==> run_1/placement_by_type.png <==
Bar = 20 microns.
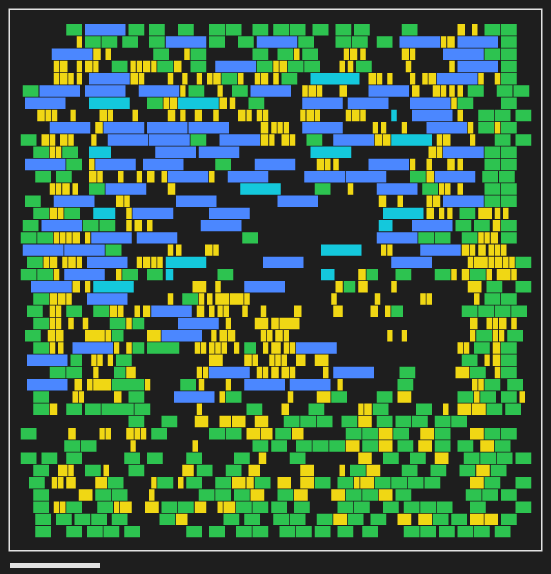
==> run_1/layer_met1.png <==
Supply wires on this layer in grey. Cells faint in the background.
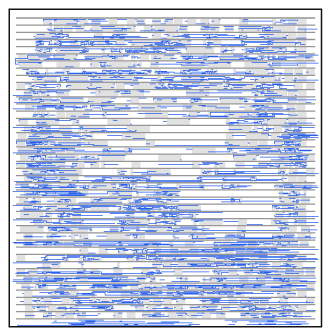
==> run_1/clocks.png <==
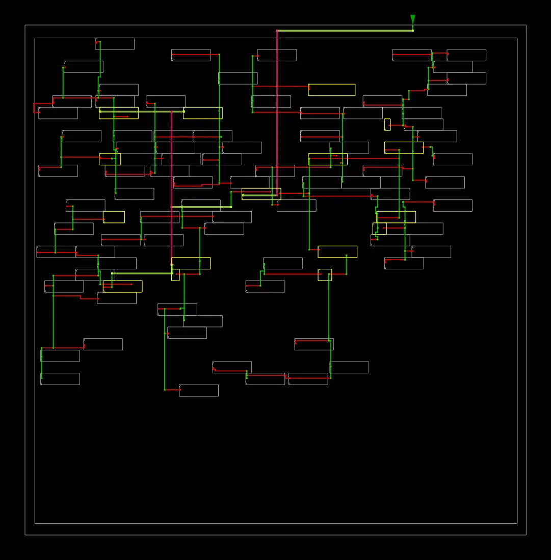
--- src/rtl/dmem_pkg.sv ---
// dmem_pkg: shared defaults, state encoding and sizing helper
// for the data-memory arbiter slice.
package dmem_pkg;

  localparam int DATA_W_DEF = 32;
  localparam int ADDR_W_DEF = 32;
  localparam int DEPTH_DEF  = 1024;
  localparam int CLR_CNT_W  = $clog2(DEPTH_DEF);

  typedef enum logic {
    ST_CLEAR = 1'b0,
    ST_RUN   = 1'b1
  } dmem_state_t;

  function automatic int cnt_w(input int depth);
    return (depth > 1) ? $clog2(depth) : 1;
  endfunction

endpackage

--- src/rtl/rr_arbiter2.sv ---
// rr_arbiter2: two-requester round-robin arbiter, one-hot grant.
// The pointer always moves to the loser after any grant.
module rr_arbiter2 (
  input  logic       clk,
  input  logic       rst,
  input  logic       en,
  input  logic [1:0] req,
  output logic [1:0] gnt
);

  logic ptr;

  always_comb begin
    gnt = 2'b00;
    if (en) begin
      unique case (req)
        2'b01:   gnt = 2'b01;
        2'b10:   gnt = 2'b10;
        2'b11:   gnt = ptr ? 2'b10 : 2'b01;
        default: gnt = 2'b00;
      endcase
    end
  end

  always_ff @(posedge clk or posedge rst) begin
    if (rst)
      ptr <= 1'b0;
    else if (|gnt)
      ptr <= gnt[0];
  end

endmodule

--- src/rtl/dmem_arbiter.sv ---
// dmem_arbiter: clears data memory after reset, then shares the
// port between the LSU (m0) and DMA/debug (m1) round-robin.
module dmem_arbiter
  import dmem_pkg::*;
#(
  parameter int DATA_W         = DATA_W_DEF,
  parameter int ADDR_W         = ADDR_W_DEF,
  parameter int DEPTH          = DEPTH_DEF,
  parameter bit CLEAR_ON_RESET = 1'b1
) (
  input  logic              clk,
  input  logic              rst,
  input  logic              m0_req,
  input  logic              m0_we,
  input  logic [ADDR_W-1:0] m0_addr,
  input  logic [DATA_W-1:0] m0_wdata,
  output logic              m0_gnt,
  output logic              m0_rvalid,
  output logic [DATA_W-1:0] m0_rdata,
  output logic              m0_err,
  input  logic              m1_req,
  input  logic              m1_we,
  input  logic [ADDR_W-1:0] m1_addr,
  input  logic [DATA_W-1:0] m1_wdata,
  output logic              m1_gnt,
  output logic              m1_rvalid,
  output logic [DATA_W-1:0] m1_rdata,
  output logic              m1_err,
  output logic              clear_busy,
  output logic [ADDR_W-1:0] mem_addr,
  output logic [DATA_W-1:0] mem_wdata,
  output logic              mem_we,
  input  logic [DATA_W-1:0] mem_rdata
);

  localparam int CW = cnt_w(DEPTH);
  localparam dmem_state_t RST_ST =
    dmem_state_t'(CLEAR_ON_RESET ? ST_CLEAR : ST_RUN);

  dmem_state_t   state, state_nx;
  logic [CW-1:0] cnt, cnt_nx;
  logic [1:0]    gnt;
  logic          m0_ok, m1_ok;
  logic          we_c;

  assign m0_ok = m0_addr < ADDR_W'(DEPTH);
  assign m1_ok = m1_addr < ADDR_W'(DEPTH);

  rr_arbiter2 u_arb (
    .clk (clk),
    .rst (rst),
    .en  ((state == ST_RUN) & ~rst),
    .req ({m1_req, m0_req}),
    .gnt (gnt)
  );

  assign m0_gnt     = gnt[0];
  assign m1_gnt     = gnt[1];
  assign clear_busy = (state == ST_CLEAR);
  assign mem_we     = we_c & ~rst;

  always_comb begin
    state_nx  = state;
    cnt_nx    = cnt;
    we_c      = 1'b0;
    mem_addr  = '0;
    mem_wdata = '0;
    unique case (state)
      ST_CLEAR: begin
        we_c     = 1'b1;
        mem_addr = ADDR_W'(cnt);
        cnt_nx   = cnt + 1'b1;
        if (cnt == CW'(DEPTH - 1)) begin
          state_nx = ST_RUN;
          cnt_nx   = '0;
        end
      end
      ST_RUN: begin
        unique case (1'b1)
          gnt[0]: begin
            mem_addr  = m0_addr;
            mem_wdata = m0_wdata;
            we_c      = m0_we & m0_ok;
          end
          gnt[1]: begin
            mem_addr  = m1_addr;
            mem_wdata = m1_wdata;
            we_c      = m1_we & m1_ok;
          end
          default: ;
        endcase
      end
      default: state_nx = RST_ST;
    endcase
  end

  always_ff @(posedge clk or posedge rst) begin
    if (rst) begin
      state <= RST_ST;
      cnt   <= '0;
    end else begin
      state <= state_nx;
      cnt   <= cnt_nx;
    end
  end

  // Out-of-range reads return zero rather than whatever the port shows.
  always_ff @(posedge clk or posedge rst) begin
    if (rst) begin
      m0_rvalid <= 1'b0;
      m0_err    <= 1'b0;
      m0_rdata  <= '0;
      m1_rvalid <= 1'b0;
      m1_err    <= 1'b0;
      m1_rdata  <= '0;
    end else begin
      m0_rvalid <= gnt[0] & ~m0_we;
      m0_err    <= gnt[0] & ~m0_ok;
      m1_rvalid <= gnt[1] & ~m1_we;
      m1_err    <= gnt[1] & ~m1_ok;
      if (gnt[0] & ~m0_we)
        m0_rdata <= m0_ok ? mem_rdata : '0;
      if (gnt[1] & ~m1_we)
        m1_rdata <= m1_ok ? mem_rdata : '0;
    end
  end

endmodule

--- config.mk ---
export PLATFORM = sky130hd
export DESIGN_NAME = dmem_arbiter
export DESIGN_NICKNAME = d
export VERILOG_FILES = /design/src/rtl/dmem_pkg.sv /design/src/rtl/rr_arbiter2.sv /design/src/rtl/dmem_arbiter.sv
export SDC_FILE = /design/constraint.sdc
export NUM_CORES = 1
export LEC_CHECK = 0
export ABC_AREA = 1
export CORE_AREA = 2 2 116 118
export CTS_CLUSTER_SIZE = 28
export DETAILED_ROUTE_END_ITERATION = 16
export DIE_AREA = 0 0 118 120
export MAX_ROUTING_LAYER = met4
export PLACE_DENSITY = 0.73
export SLEW_MARGIN = 10
export SYNTH_ARGS = -nofsm -noshare
export SYNTH_HDL_FRONTEND = slang
export SYNTH_SLANG_ARGS = --single-unit
--- constraint.sdc ---
create_clock -name clk -period 3 [get_ports clk]
set_input_delay 0.45 -clock clk [delete_from_list [all_inputs] [get_ports clk]]
set_output_delay 0.45 -clock clk [all_outputs]
set_load 0.005 [all_outputs]
==> impl_metrics.toml, run 1 <==
# synthesis and place-and-route metrics
[flow_run]
maxCapViolCount = 0

[critical_path]
cp_slowest_stage_delay_ps = 490
cp_slowest_cell = "clkdlybuf4s50_1"
crit_end = "mem_we"
startpoint = "rst"
critPathMaxFanout = 4
worst-endpoint-arrival_ps = 2410
crit_type = "in -> out"
cp.depth = 9

[power_and_ir_drop]
internal_power_mw = 1.966
net-switching-power_uw = 519.0
peakVddDrop_v = 0.0003205

[timing]
rsz0062_at_grt = "false"
slew_headroom_pct = 30.98
tns_ps = 0
post-route-min-period_ps = 2860

[route]
ant_nets = 0

[hold_path]
worstHoldPathType = "reg -> reg"

[final_layout]
fin_area_sq_um = 7659
nNetsFinal = 982
fill_cells = 1190
drive_gt1_share_pct = 4.268
diodes = 0
utilization_pct = 59.00

[outcome]
status = "complete, no violations"

[synth]
yosysTopAreaCell = "dfrtp_1"
synth.cell_area_sq_um = 4177
synthFlopType = "dfrtp_1"
avgSynthCellArea_sq_um = 7.955
yosys.stat.chipArea_sq_um = 4177

[floorplan]
initial_utilization_pct = 32.18

[clock_network]
cts_setup_buffers = 0
cts.repair.resized = 0

[global_route]
grt_pass1_wl_microns = 28850

[placed_design]
dp_hpwl_microns = 14720
## Picture notes: placement_by_type.png
Key: blue = flops [cells 80, share of their area 27%]; green = other buffers and delay cells [cells 313, share of their area 42%]; cyan = clock drivers and dummy loads [cells 16, share of their area 4.2%]; yellow = combinational and other logic [cells 411, share of their area 27%]

## Picture notes: layer_met1.png
The layer carries 8350 microns of wire. The layer holds 44% of the routed length. 869 nets have wire on it. The wires run mostly horizontal. The longest straight run is 65.8 microns.

## Picture notes: clocks.png
clock buf count: 12
TritonCTS Buffers: 9
Setup Skew: 7.211 ps
clk sinks: 80
flip-flops: 80

==> run 1: worst min-delay path by stage <==
stage | startpoint | cells past startpoint | to
2_1_floorplan | cnt[8]$_DFFE_PP0N_ | 1 | cnt[8]$_DFFE_PP0N_
3_3_place_gp | m1_rdata[31]$_DFFE_PP0P_ | 2 | m1_rdata[31]$_DFFE_PP0P_
3_5_place_dp | m1_rdata[30]$_DFFE_PP0P_ | 2 | m1_rdata[30]$_DFFE_PP0P_
4_1_cts | m1_rdata[30]$_DFFE_PP0P_ | 2 | m1_rdata[30]$_DFFE_PP0P_
5_1_grt | m0_rdata[21]$_DFFE_PP0P_ | 2 | m0_rdata[21]$_DFFE_PP0P_
6_report | m1_rdata[30]$_DFFE_PP0P_ | 2 | m1_rdata[30]$_DFFE_PP0P_
==> run 1: cell usage in the layout, fill, tap and decap left out, types with 4 or more instances in the layout <==
master           count
clkdlybuf4s50_1    301
nand2_1            179
dfrtp_1             80
o21ai_1             58
a22o_1              42
nor2_1              35
inv_1               31
o21ai_0             21
nand3_1             11
a22oi_1             10
clkbuf_16            9
buf_4                9
xor2_1               4
==> run 1: flip-flops by register name, summed over array words and instances, names as in the netlist <==
name       flops
m1_rdata      32
m1_rvalid      1
u_arb.ptr      1
m0_err         1
m0_rdata      32
m1_err         1
cnt           10
state          1
m0_rvalid      1
==> run 1: area by class of cell <==
type	instances	area share, %
sequential	80	26.14
clock inverter	4	0.6862
clock buffer	12	3.349
tap	176	2.875
timing repair buffer	313	41.01
inverter	35	1.748
multi-input combinational	376	24.20
==> run 1: per-stage QoR <==
stage	setup WS, ps	cells
after detailed placement	153.3	980
after floorplan	215.9	525
final	139.6	996
after global routing	43.10	996
after global placement	114.6	980
after CTS	133.9	996
==> run 1: worst register-to-register path, stage by stage, from the launching register on <==
cell     delay, ps
dfrtp_1        420
nand2_1        130
nor2_4         200
buf_4          150
nand2_2         50
inv_2          440
nand2_1        150
o21ai_1        180
==> run 1: power by group through the flow <==
stage / combinational (mW) / clock [mW] / sequential, mW
finish: 0.286 / 1.12 / 1.08
global placement: 0.284 / 0 / 1.10
global route: 0.305 / 1.19 / 1.08
detailed placement: 0.285 / 0 / 1.10
floorplan: 0.0317 / 0 / 1.10
CTS: 0.286 / 1.15 / 1.08
==> run 1: logic make-up after synthesis <==
group           Yosys count  share of synthesized area (%)
xor+xnor                  7                          1.468
fa+ha+maj                 1                         0.2995
simple gates            234                          22.11
buf+inv                  69                          7.699
flops                    80                          47.93
compound gates          134                          20.49
==> run 1: metal layers <==
layer  wire length [microns]  GRT usage (%)
met5                       0              -
met4                     200          4.744
met3                    1594          8.270
met2                    8744          41.86
met1                    8352          36.35
## Run 2: what changed since run 1
Settings changed: CORE_AREA 2 2 116 118 to not set, CORE_ASPECT_RATIO set to 0.75, CORE_MARGIN set to 2, CORE_UTILIZATION set to 32, DIE_AREA 0 0 118 120 to not set, PLACE_DENSITY 0.73 to 0.75.
Clock period 3 ns to 2.6 ns, I/O delays scaled along.
==> run_2/clk_routes.png <==
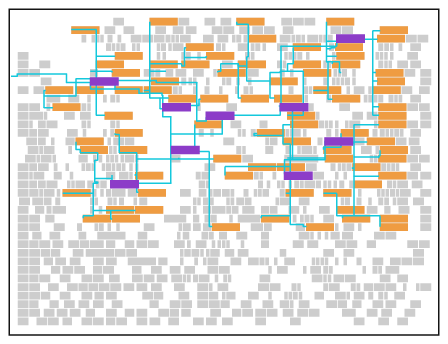
Key: purple = clock drivers [count 9]; orange = flip-flops [count 80]; cyan = clock wires [length 1020 microns]
There are 10 routed clock nets.

==> run 2 against run 1 <==
- non-clock buffer count grew 15
- sequential power grew about 10%
- combinational power grew 17%
- utilization grew 1.7 points
- power grew 14%
- clock power grew about 10%
- synthesized cell count is the same
- synthesized area is the same
- register-to-register slack lost 330 ps
- clock skew shrank 2.8 ps
- design area grew 2.2%
- critical endpoint is now mem_addr[27]
==> impl_metrics.toml, run 2 <==
# synthesis and place-and-route metrics
[outcome]
status = "complete, no violations"

[flow_run]
maxCapViolCount = 0

[critical_path]
crit_type = "in -> out"
critPathMaxFanout = 23
worst-endpoint-arrival_ps = 2170

[final_layout]
lay_top_count = "clkdlybuf4s50_1"
syn2layout_area_growth_pct = 87.39
drive_gt1_share_pct = 6.946
nNetsFinal = 997
reg_top3 = "m0_rdata: 32 flops, m1_rdata: 32 flops, cnt: 10 flops"
fill_cells = 1140
diodes = 0
most-common-layout-cells = "clkdlybuf4s50_1 (294), nand2_1 (177), dfrtp_1 (80)"

[synth]
avgSynthCellArea_sq_um = 7.955
yosys.stat.chipArea_sq_um = 4177
yosysTopAreaCell = "dfrtp_1"
synthFlopType = "dfrtp_1"
synth.cell_area_sq_um = 4177

[global_route]
busiest_layer = "met2"
grt_pass1_wl_microns = 26200
grtUsageMet1_pct = 33.09
met2_usage_pct = 40.71
met3_usage_pct = 6.932

[timing]
slew_headroom_pct = 35.42
rsz0062_at_grt = "true"
post-route-min-period_ps = 2565
clock_skew_ps = 4.424

[route]
ant_nets = 0

[placed_design]
place_inst = 984
dp_hpwl_microns = 13630

[hold_path]
worstHoldPathType = "in -> async"

[power_and_ir_drop]
peakVddDrop_v = 0.0003673
p_leak_nw = 3.280

[clock_network]
cts_buffers = 9
cts.sinks = 80

[floorplan]
initial_utilization_pct = 32.42
## run 2: cell counts after synthesis
No cell type changed its count.
## run 2: stage by stage
stage	TNS, ps	setup slack (ps)	area (sq um)	util (%)	power (mW)
floorplan	0	370.4	4179	-	1.305
global placement	0	17.11	7400	57.44	1.596
detailed placement	-20.98	-17.10	7400	57.44	1.598
CTS	0	0.1461	7692	59.71	2.863
global route	-13.30	-13.30	7826	60.75	2.946
finish	0	35.18	7826	60.75	2.839
## run 2: layout make-up
| cell class | instances | area share, % |
|---|---|---|
| repair buffers | 328 | 42.21 |
| inverters | 35 | 1.759 |
| flip-flops and latches | 80 | 25.58 |
| well taps | 171 | 2.734 |
| multi-input cells | 376 | 23.93 |
| clock inverters | 6 | 0.8633 |
| clock buffers | 10 | 2.926 |
## run 2: per-layer routing
layer,part of all wire (%),vias to the layer above
met3,7.5,24
met4,1.6,0
met5,0,-
met1,44,2277
li1,-,2349
met2,47,234
## run 2: power breakdown
part / internal (mW) / total (mW) / switching [mW]
logic: 0.229 / 0.334 / 0.105
clock network: 0.749 / 1.26 / 0.512
registers: 1.24 / 1.24 / 0
## run 2: final timing paths
kind | from | to | cells past startpoint
min in group clk | m1_rdata[29]$_DFFE_PP0P_ | m1_rdata[29]$_DFFE_PP0P_ | 2
worst max register to register | u_arb.ptr$_DFFE_PP0N_ | m1_rdata[31]$_DFFE_PP0P_ | 9
worst max-delay path | rst | mem_addr[27] | 8
max in group asynchronous | rst | m1_rdata[29]$_DFFE_PP0P_ | 4
worst min register to register | m1_rdata[29]$_DFFE_PP0P_ | m1_rdata[29]$_DFFE_PP0P_ | 2
worst min-delay path | rst | m0_err$_DFF_PP0_ | 3
## run 2: logic make-up after synthesis
family                     Yosys count  synth area share (%)
buffers and inverters               69                 7.699
AOI/OAI and AO/OA                  134                 20.49
adders and majority gates            1                0.2995
and+or+nand+nor                    234                 22.11
DFF                                 80                 47.93
xor gates and xnor gates             7                 1.468
## run 2: repair_timing
| item | CTS | global route |
|---|---|---|
| hold endpoints to repair | 0 | 0 |
| endpoints found under the setup margin | 4 | 51 |
| pin swaps | 1 | 1 |
| cloned | 0 | 3 |
| gates resized | 3 | 14 |
| setup buffers | 0 | 3 |
| hold buffers | 0 | 0 |
## run 2: worst max-delay path, cell delays in order
cell and delay [ps]:
clkdlybuf4s50_1 460, inv_4 110, nand2_2 80, nor2_4 100, buf_4 160, clkbuf_16 200, a22o_1 150, clkdlybuf4s50_1 520
## Run 3: what changed since run 2
Settings changed: RECOVER_POWER set to 25.
==> run_3/placement_by_type.png <==
Bar = 50 microns.
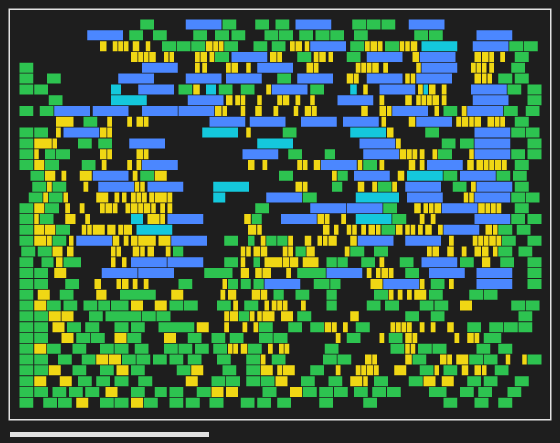
Key: yellow = combinational and other logic [cells 411, share of their area 26%]; cyan = clock drivers and dummy loads [cells 16, share of their area 3.9%]; blue = flops [cells 80, share of their area 26%]; green = other buffers and delay cells [cells 328, share of their area 43%]

==> run 3 against run 2 <==
- final cell count did not move
- count of clock-buffer cells in the layout did not move
- utilization barely moved
- die area did not move
- largest cell class unchanged
==> impl_metrics.toml, run 3 <==
# synthesis and place-and-route metrics
[clock_network]
ctsHoldBuffers = 0
clock_latency_ps = 330
cts_buffers = 9
cts.sinks = 80

[final_layout]
nNetsFinal = 997
reg_top3 = "m0_rdata: 32 flops, m1_rdata: 32 flops, cnt: 10 flops"
seq_area_sq_um = 2002
drive_gt1_share_pct = 6.946
lay_top_count = "clkdlybuf4s50_1"
syn2layout_area_growth_pct = 87.27
most-common-layout-cells = "clkdlybuf4s50_1 (237), nand2_1 (177), dfrtp_1 (80)"
fill_cells = 1142
logic_area_sq_um = 1873
diodes = 0

[critical_path]
cp_slowest_cell = "clkdlybuf4s50_1"
worst-endpoint-arrival_ps = 2170
crit_type = "in -> out"
critPathMaxFanout = 23
crit_path_end_kind = "output pin"
r2r_cells = 9
crit_chain = "clkdlybuf4s50_1, inv_4, nand2_2, nor2_4, buf_4, clkbuf_16, a22o_1, clkdlybuf4s50_1"
crit_top_cell = "clkdlybuf4s50_1"
cp.required_ps = 2210
start_kind = "input pin"
cp_slowest_stage_delay_ps = 530

[route]
drt_iter0_drc = 295
ant_nets = 0
dr.pass1.iters = 5
vias = 4893
routed_wl_microns = 18180

[synth]
yosys.stat.chipArea_sq_um = 4177
synth.cell_area_sq_um = 4177
yosys-top-cells-count = "nand2_1 (179), dfrtp_1 (80), o21ai_1 (58)"
synthFlopType = "dfrtp_1"
ys_ff = 80
avgSynthCellArea_sq_um = 7.955
synth.area.top_cells = "dfrtp_1 (48%), nand2_1 (16%), a22o_1 (8.8%), o21ai_1 (7.0%), nor2_1 (3.1%)"
yosys_warnings = 0
yosysCellCount = 525
synth-async-reset-ratio_pct = 100.0
ys_seq_share_pct = 47.93
yosysTopAreaCell = "dfrtp_1"

[placed_design]
io_buffers = 301
place_worst_setup_slack_ps = -17.10
dp_hpwl_microns = 13630
gp_congestion = 1.020

[outcome]
status = "complete, no violations"

[global_route]
gr-usage-all-layers_pct = 25.70
grt_max_degree = 79
grt_pass1_vias = 4651
grt_pass1_wl_microns = 26200

[timing]
setup_ws_ps = 39.95
fin_crit_sh_pct = 98.46
hold_viol = 0
post-route-min-period_ps = 2560
clock.fmax_mhz = 390.6
holdWs_ps = 417.5
clock_skew_ps = 4.240
slew_headroom_pct = 35.14
rsz0062_at_grt = "true"
slew_violations = 0

[power_and_ir_drop]
peakVddDrop_v = 0.0003675
p_leak_nw = 3.483

[floorplan]
core_area_sq_um = 12880
die_w_microns = 135.9
initial_utilization_pct = 32.42

[flow_run]
maxCapViolCount = 0

[hold_path]
worstHoldPathType = "in -> async"
==> run 3: final cells by class <==
class / count / area share [%]
clock inverters: 6 / 0.8639
clock buffers: 10 / 2.928
well taps: 171 / 2.736
repair buffers: 328 / 42.17
inverters: 35 / 1.760
multi-input cells: 376 / 23.95
flip-flops and latches: 80 / 25.60
==> run 3: worst paths after layout <==
check	startpoint	end	slack [ps]
worst max-delay path	rst	mem_addr[27]	40
min in group clk	m1_rdata[3]$_DFFE_PP0P_	m1_rdata[3]$_DFFE_PP0P_	480
max in group asynchronous	rst	m1_rdata[9]$_DFFE_PP0P_	1070
worst min-delay path	rst	m0_err$_DFF_PP0_	420
worst max register to register	u_arb.ptr$_DFFE_PP0N_	m1_rdata[31]$_DFFE_PP0P_	840
worst min register to register	m1_rdata[3]$_DFFE_PP0P_	m1_rdata[3]$_DFFE_PP0P_	480
==> run 3: stage by stage <==
| step | std cells | area, sq um | TNS [ps] | util, % | total power, mW |
|---|---|---|---|---|---|
| floorplan | 525 | 4179 | 0 | - | 1.305 |
| global placement | 984 | 7400 | 0 | 57.44 | 1.596 |
| detailed placement | 984 | 7400 | -20.98 | 57.44 | 1.598 |
| CTS | 1000 | 7692 | 0 | 59.71 | 2.863 |
| global route | 1006 | 7821 | -13.30 | 60.71 | 2.946 |
| finish | 1006 | 7821 | 0 | 60.71 | 2.838 |
==> run 3: logic make-up (layout without fill, tap and decap cells) <==
family                   after synthesis  count (layout)  share of synthesized area, %
XOR/XNOR                               7               7                         1.468
buffers and inverters                 69             379                         7.699
AND/OR/NAND/NOR                      234             234                         22.11
flip-flops                            80              80                         47.93
adder cells (fa/ha/maj)                1               1                        0.2995
AND-OR/OR-AND                        134             134                         20.49
==> run 3: what timing repair did <==
item / CTS / global route
pin swaps: 1 / 1
cloned: 0 / 3
setup endpoints to repair: 4 / 51
buffers inserted: 0 / 3
resized: 3 / 14
==> run 3: report_power, final <==
part	internal, mW	switching [mW]	total, mW
clock network	0.749	0.510	1.26
logic	0.229	0.105	0.334
registers	1.24	0	1.24
total	2.22	0.615	2.84
==> run 3: worst max-delay path, delay by kind of cell <==
family,cells,cell delay [ps]
compound gates,1,150
buf+inv,5,1440
simple gates,2,180
==> run 3: per-layer routing <==
metal | vias up | track usage (%) | wire length, microns
met5 | - | - | 0
met2 | 239 | 40.71 | 8504
met3 | 24 | 6.932 | 1446
li1 | 2356 | - | -
met1 | 2274 | 33.09 | 7930
met4 | 0 | 6.010 | 293
Power and IR drop assume default switching activity.
